**src/rtl/if_stage.sv**
```systemverilog
// Instruction-fetch stage: fetch PC, imem request/ack handshake, 2-entry fetch FIFO, redirect squash.
// Optional performance counters (FetchCount, SquashCount) are enabled by defining IF_STAGE_PERF_EN.
module if_stage #(
    parameter logic [31:0] RESET_PC  = 32'h0000_0000,
    parameter logic [31:0] NOP_INSTR = 32'h0000_0013
) (
    input  logic        clk,
    input  logic        reset,
    input  logic        StallF,
    input  logic        PCSrcE,
    input  logic [31:0] PCTargetE,
    output logic        imem_req,
    output logic [31:0] imem_addr,
    input  logic        imem_ack,
    input  logic [31:0] imem_rdata,
    output logic [31:0] InstrF,
    output logic [31:0] PCF,
    output logic [31:0] PCPlus4F,
    output logic        FetchValidF
`ifdef IF_STAGE_PERF_EN
    ,
    output logic [31:0] FetchCount,
    output logic [31:0] SquashCount
`endif
);

    localparam logic [1:0] S_IDLE   = 2'd0;
    localparam logic [1:0] S_WAIT   = 2'd1;
    localparam logic [1:0] S_SQUASH = 2'd2;

    logic [1:0]  state_q, state_d;
    logic [31:0] pc_q, pc_d;
    logic [31:0] raddr_q, raddr_d;
    logic [1:0]  count_q, count_d;
    logic [31:0] instr0_q, instr0_d, pc0_q, pc0_d;
    logic [31:0] instr1_q, instr1_d, pc1_q, pc1_d;

    logic        req_s;
    logic        push_s;
    logic [31:0] push_pc_s;
    logic        pop_s;
    logic        wr_slot1_s;
    logic [31:0] target_s;

    assign target_s = PCTargetE & 32'hFFFF_FFFC;

    // Request generation; reset masks the request so an abandoned fetch drops immediately
    always_comb begin
        req_s     = 1'b0;
        imem_addr = pc_q;
        case (state_q)
            S_IDLE: begin
                req_s     = (count_q < 2'd2) & ~PCSrcE;
                imem_addr = pc_q;
            end
            S_WAIT, S_SQUASH: begin
                req_s     = 1'b1;
                imem_addr = raddr_q;
            end
            default: begin
                req_s     = 1'b0;
                imem_addr = pc_q;
            end
        endcase
    end

    assign imem_req = req_s & ~reset;

    assign FetchValidF = (count_q != 2'd0);
    assign InstrF      = FetchValidF ? instr0_q : NOP_INSTR;
    assign PCF         = FetchValidF ? pc0_q : pc_q;
    assign PCPlus4F    = PCF + 32'd4;
    assign pop_s       = FetchValidF & ~StallF & ~PCSrcE;

    // Fetch FSM and PC update; redirect overrides push and stall
    always_comb begin
        state_d   = state_q;
        pc_d      = pc_q;
        raddr_d   = raddr_q;
        push_s    = 1'b0;
        push_pc_s = pc_q;
        case (state_q)
            S_IDLE: begin
                if (PCSrcE) begin
                    pc_d = target_s;
                end else if (req_s) begin
                    raddr_d = pc_q;
                    if (imem_ack) begin
                        push_s    = 1'b1;
                        push_pc_s = pc_q;
                        pc_d      = pc_q + 32'd4;
                    end else begin
                        state_d = S_WAIT;
                    end
                end else begin
                    state_d = S_IDLE;
                end
            end
            S_WAIT: begin
                if (PCSrcE) begin
                    pc_d    = target_s;
                    state_d = imem_ack ? S_IDLE : S_SQUASH;
                end else if (imem_ack) begin
                    push_s    = 1'b1;
                    push_pc_s = raddr_q;
                    pc_d      = raddr_q + 32'd4;
                    state_d   = S_IDLE;
                end else begin
                    state_d = S_WAIT;
                end
            end
            S_SQUASH: begin
                state_d = imem_ack ? S_IDLE : S_SQUASH;
                if (PCSrcE) begin
                    pc_d = target_s;
                end else begin
                    pc_d = pc_q;
                end
            end
            default: begin
                state_d = S_IDLE;
            end
        endcase
    end

    // FIFO: entry 0 is the head; a new entry lands behind whatever survives this cycle's pop
    always_comb begin
        count_d    = count_q;
        instr0_d   = instr0_q;
        pc0_d      = pc0_q;
        instr1_d   = instr1_q;
        pc1_d      = pc1_q;
        wr_slot1_s = (count_q == 2'd2) | ((count_q == 2'd1) & ~pop_s);
        if (PCSrcE) begin
            count_d = 2'd0;
        end else begin
            if (pop_s) begin
                instr0_d = instr1_q;
                pc0_d    = pc1_q;
            end else begin
                instr0_d = instr0_q;
                pc0_d    = pc0_q;
            end
            if (push_s) begin
                if (wr_slot1_s) begin
                    instr1_d = imem_rdata;
                    pc1_d    = push_pc_s;
                end else begin
                    instr0_d = imem_rdata;
                    pc0_d    = push_pc_s;
                end
            end else begin
                instr1_d = instr1_q;
            end
            count_d = count_q + {1'b0, push_s} - {1'b0, pop_s};
        end
    end

    // State registers
    always_ff @(posedge clk or posedge reset) begin
        if (reset) begin
            state_q  <= S_IDLE;
            pc_q     <= RESET_PC;
            raddr_q  <= RESET_PC;
            count_q  <= 2'd0;
            instr0_q <= NOP_INSTR;
            pc0_q    <= RESET_PC;
            instr1_q <= NOP_INSTR;
            pc1_q    <= RESET_PC;
        end else begin
            state_q  <= state_d;
            pc_q     <= pc_d;
            raddr_q  <= raddr_d;
            count_q  <= count_d;
            instr0_q <= instr0_d;
            pc0_q    <= pc0_d;
            instr1_q <= instr1_d;
            pc1_q    <= pc1_d;
        end
    end

`ifdef IF_STAGE_PERF_EN
    logic        drop_s;
    logic [31:0] fetch_cnt_q, squash_cnt_q;

    assign drop_s = imem_ack & ((state_q == S_SQUASH) | ((state_q == S_WAIT) & PCSrcE));

    // Performance counters, wrapping at 2^32
    always_ff @(posedge clk or posedge reset) begin
        if (reset) begin
            fetch_cnt_q  <= 32'd0;
            squash_cnt_q <= 32'd0;
        end else begin
            fetch_cnt_q  <= fetch_cnt_q + {31'd0, push_s};
            squash_cnt_q <= squash_cnt_q + {31'd0, drop_s};
        end
    end

    assign FetchCount  = fetch_cnt_q;
    assign SquashCount = squash_cnt_q;
`endif

endmodule
```
**config.mk**
```make
export PLATFORM = sky130hd
export DESIGN_NAME = if_stage
export DESIGN_NICKNAME = d
export VERILOG_FILES = /design/src/rtl/if_stage.sv
export SDC_FILE = /design/constraint.sdc
export NUM_CORES = 1
export LEC_CHECK = 0
export CORE_ASPECT_RATIO = 1.25
export CORE_MARGIN = 5
export CORE_UTILIZATION = 55
export DETAILED_ROUTE_END_ITERATION = 8
export GPL_TIMING_DRIVEN = 1
export PLACE_DENSITY_LB_ADDON = 0.1
export SYNTH_ARGS = -nofsm -noshare
export SYNTH_HDL_FRONTEND = slang
export SYNTH_SLANG_ARGS = --single-unit
```
**constraint.sdc**
```tcl
create_clock -name clk -period 19.8 [get_ports clk]
set_input_delay 2.97 -clock clk [delete_from_list [all_inputs] [get_ports clk]]
set_output_delay 2.97 -clock clk [all_outputs]
set_load 0.01 [all_outputs]
```
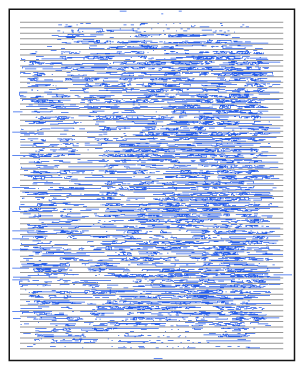
*M1 wires*
(2 px per µm) Supply wires on this layer in grey.
The longest straight run is 48.3 µm. 1373 nets have wire on it. The layer carries 14200 µm of wire. The wires run mostly horizontal.

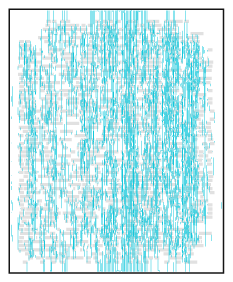
*Met2 routing*
(1.5 px per µm) Cells faint in the background.
The layer carries 16600 µm of wire. The wires run mostly vertical. 1247 nets have wire on it.

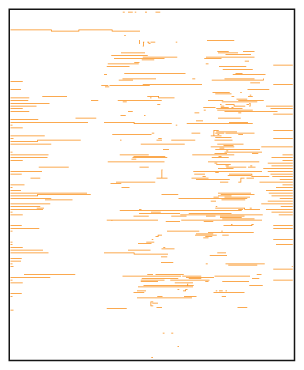
*The metal 3 layer*
(2 px per µm)
The wires run mostly horizontal. The layer carries 3230 µm of wire.

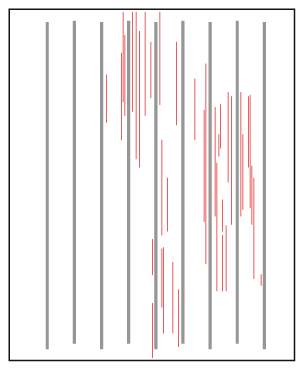
*The metal 4 layer*
(2 px per µm) Supply wires on this layer in grey.
The layer holds 4.4% of the routed length. 35 nets have wire on it. The layer carries 1560 µm of wire. The wires run mostly vertical. The longest straight run is 100 µm.

==> flow_summary_export.csv <==
group,metric,value,unit
synth,syn-cell-area,12000,µm²
layout,areaGrowthSynthToFinish,21.7,%
synth,synth-seq-cells,196,
floorplanning,fp_util,55.7,%
placement,placed_cells,1707,
synth,common_cells,"dfrtp_1, nand2_1, nor2_1, a21oi_1, mux2_2",
sta,max_freq,131,MHz
layout,num-nets-final,1525,
setup_path,crit_buf_inv,3,
setup_path,crit_path_start_kind,"flip-flop",
drt,drc,0,
clock_tree,cts_root_buf,"clkbuf_16",
synth,synth_chip_area,12000,µm²
setup_path,cp-end-kind,"output port",
synth,async_flop_share,100,%
placement,place_hpwl,25200,µm
synth,edf_count,0,
setup_path,worstPathArrival,4650,ps
drt,ant_nets,0,
synth,synth_cell_types,75,
clock_tree,cts-resized-gates,0,
global_routing,grt_pass1_wl,56700,µm
sta,whs,478,ps
synth,synth_seq_share,41.1,%
drt,first_pass_iters,5,
floorplanning,die_y,175,µm
placement,dpl_worst_slack,12210,ps
clock_tree,cts_tree,"done",
power_and_ir_drop,leakagePower,6.19,nW
global_routing,grt_pass1_vias,10300,
floorplanning,die_w,142,µm
clock_tree,clock_path_buffers,2,
synth,fp_nets,1408,
global_routing,grt_max_degree,136,
clock_tree,clk_pin_slew,80,ps
power_and_ir_drop,p_total,0.00289,W
clock_tree,postCtsHoldBufs,0,
power_and_ir_drop,ir_drop,193,µV
global_routing,antenna_found_initial,0,
layout,mostFrequentLayoutCells,"clkdlybuf4s50_1, dfrtp_1, nand2_1, nor2_1, mux2_2",
global_routing,grt_overflow,0,
clock_tree,cts_sinks,196,
layout,final_cell_count_no_fill,1739,
drt,viasPerCell,6.19,
sta,worst_slack,12180,ps
sta,finClkSkew,17.6,ps
sta,fin_crit,7620,ps
synth,yosys_most_used_dff,"dfrtp_1",
floorplanning,chipArea,24800,µm²
clock_tree,cts-buffers-inserted,17,
placement,dpl_cell_area,13900,µm²
sta,finalCritPeriodShare,38.5,%
floorplanning,coreArea,21500,µm²
setup_path,worstPathMaxFanout,83,
clock_tree,cts_setup_buffers,0,
synth,ys_cells,1330,
synth,avgSynthCellArea,8.99,µm²
layout,num-fill-cells,1793,
synth,synth_top_area_share,39.8,%
floorplanning,ios,199,
synth,most_common_cell,"dfrtp_1",
sta,rsz0062_at_grt,"false",
sta,worst_slew_pin_slew,1100,ps
clock_tree,h-tree-depth,4,
synth,yosys_warnings,0,
drt,vias,10800,
clock_tree,clock_latency,440,ps
placement,io_buffers,196,
layout,drive_gt1_share,11.6,%
flow_run,log.warning_count,33,
setup_path,worstSetupPathType,"flip-flop to output port",
layout,diodes,0,
drt,routed_wl,35700,µm
drt,wl_per_cell,20.5,µm
power_and_ir_drop,p_per_area,199,nW/µm²
setup_path,crit_slowest_cell,"dfrtp_1",
setup_path,cp_cell_sequence,"nor2_4, inv_2, buf_4, nand2_1, nand2_1, ha_1, a21boi_1, and3_1, nand2_1, nor3b_1, xor2_1, clkdlybuf4s50_1",
sta,drv_slew,0,
drt,drtIter0Drc,1076,
setup_path,required,16830,ps
min_path,hold_class,"flip-flop to flip-flop",
flow_run,maxCapViolCount,0,
setup_path,crit_top_cell,"nand2_1",
global_routing,grt_util_all_layers,28.7,%
sta,setup_viol,0,
sta,slew_headroom,26.9,%
setup_path,slowest_delay,780,ps
sta,tns,0,ps
synth,largest_area_cell,"dfrtp_1",
outcome,outcome,"complete, no violations",
sta,hold_viol,0,
synth,synth_cells,1330,
layout,layout_top_cell,"clkdlybuf4s50_1",
layout,fin_util,67.8,%
synth,topCellsByArea,"dfrtp_1, mux2_2, nand2_1, nor2_1, a21oi_1",
floorplanning,rows,60,
placement,gp_congestion,0.981,
setup_path,crit_family,"simple AND/OR/NAND/NOR gates",
layout,fin_area,14600,µm²
==> where the power goes <==
group / switching, W / leakage [nW] / internal [W]
combinational: 0.000887 / 3.50 / 0.000816
sequential: 0.000216 / 2.38 / 0.000601
clock: 0.000190 / 0.304 / 0.000178
==> sequential cells by signal, indices dropped and copies added (netlist names) <==
register and flops:
state_q 2, pc1_q 32, pc_q 32, count_q 2
raddr_q 32, pc0_q 32, instr0_q 32, instr1_q 32
==> worst paths after layout <==
kind,start,to,slack [ps],depth (start not counted)
worst max-delay path,count_q[0],PCPlus4F[26],12180,12
worst min-delay path,pc1_q[17],pc0_q[17],480,1
worst max register to register,count_q[0],count_q[1],15330,10
worst min register to register,pc1_q[17],pc0_q[17],480,1
max in group asynchronous,reset,pc1_q[21],15240,3
min in group asynchronous,reset,pc_q[22],3190,2
==> cell families after synthesis <==
group | share of synthesized area [%]
flops | 41.1
simple gates | 19.7
xor+xnor | 4.18
mux | 12.0
fa+ha+maj | 0.942
buf+inv | 5.02
compound gates | 17.1
==> metal layers <==
metal / up-vias / GRT usage [%] / wire, µm
met5: - / 0 / 0
li1: 4990 / - / -
met2: 530 / 45.1 / 16600
met4: 0 / 12.8 / 1560
met1: 5165 / 38.3 / 14200
met3: 85 / 5.72 / 3230
==> area by class of cell <==
type / instances / area [µm²] / area share, %
Tap cell: 279 / 349 / 2.40
Timing Repair Buffer: 210 / 2070 / 14.2
Clock buffer: 17 / 425 / 2.92
Inverter: 29 / 116 / 0.800
Multi-Input combinational cell: 993 / 6470 / 44.5
Clock inverter: 15 / 206 / 1.42
Sequential cell: 196 / 4910 / 33.8
Power and IR drop assume default switching activity.
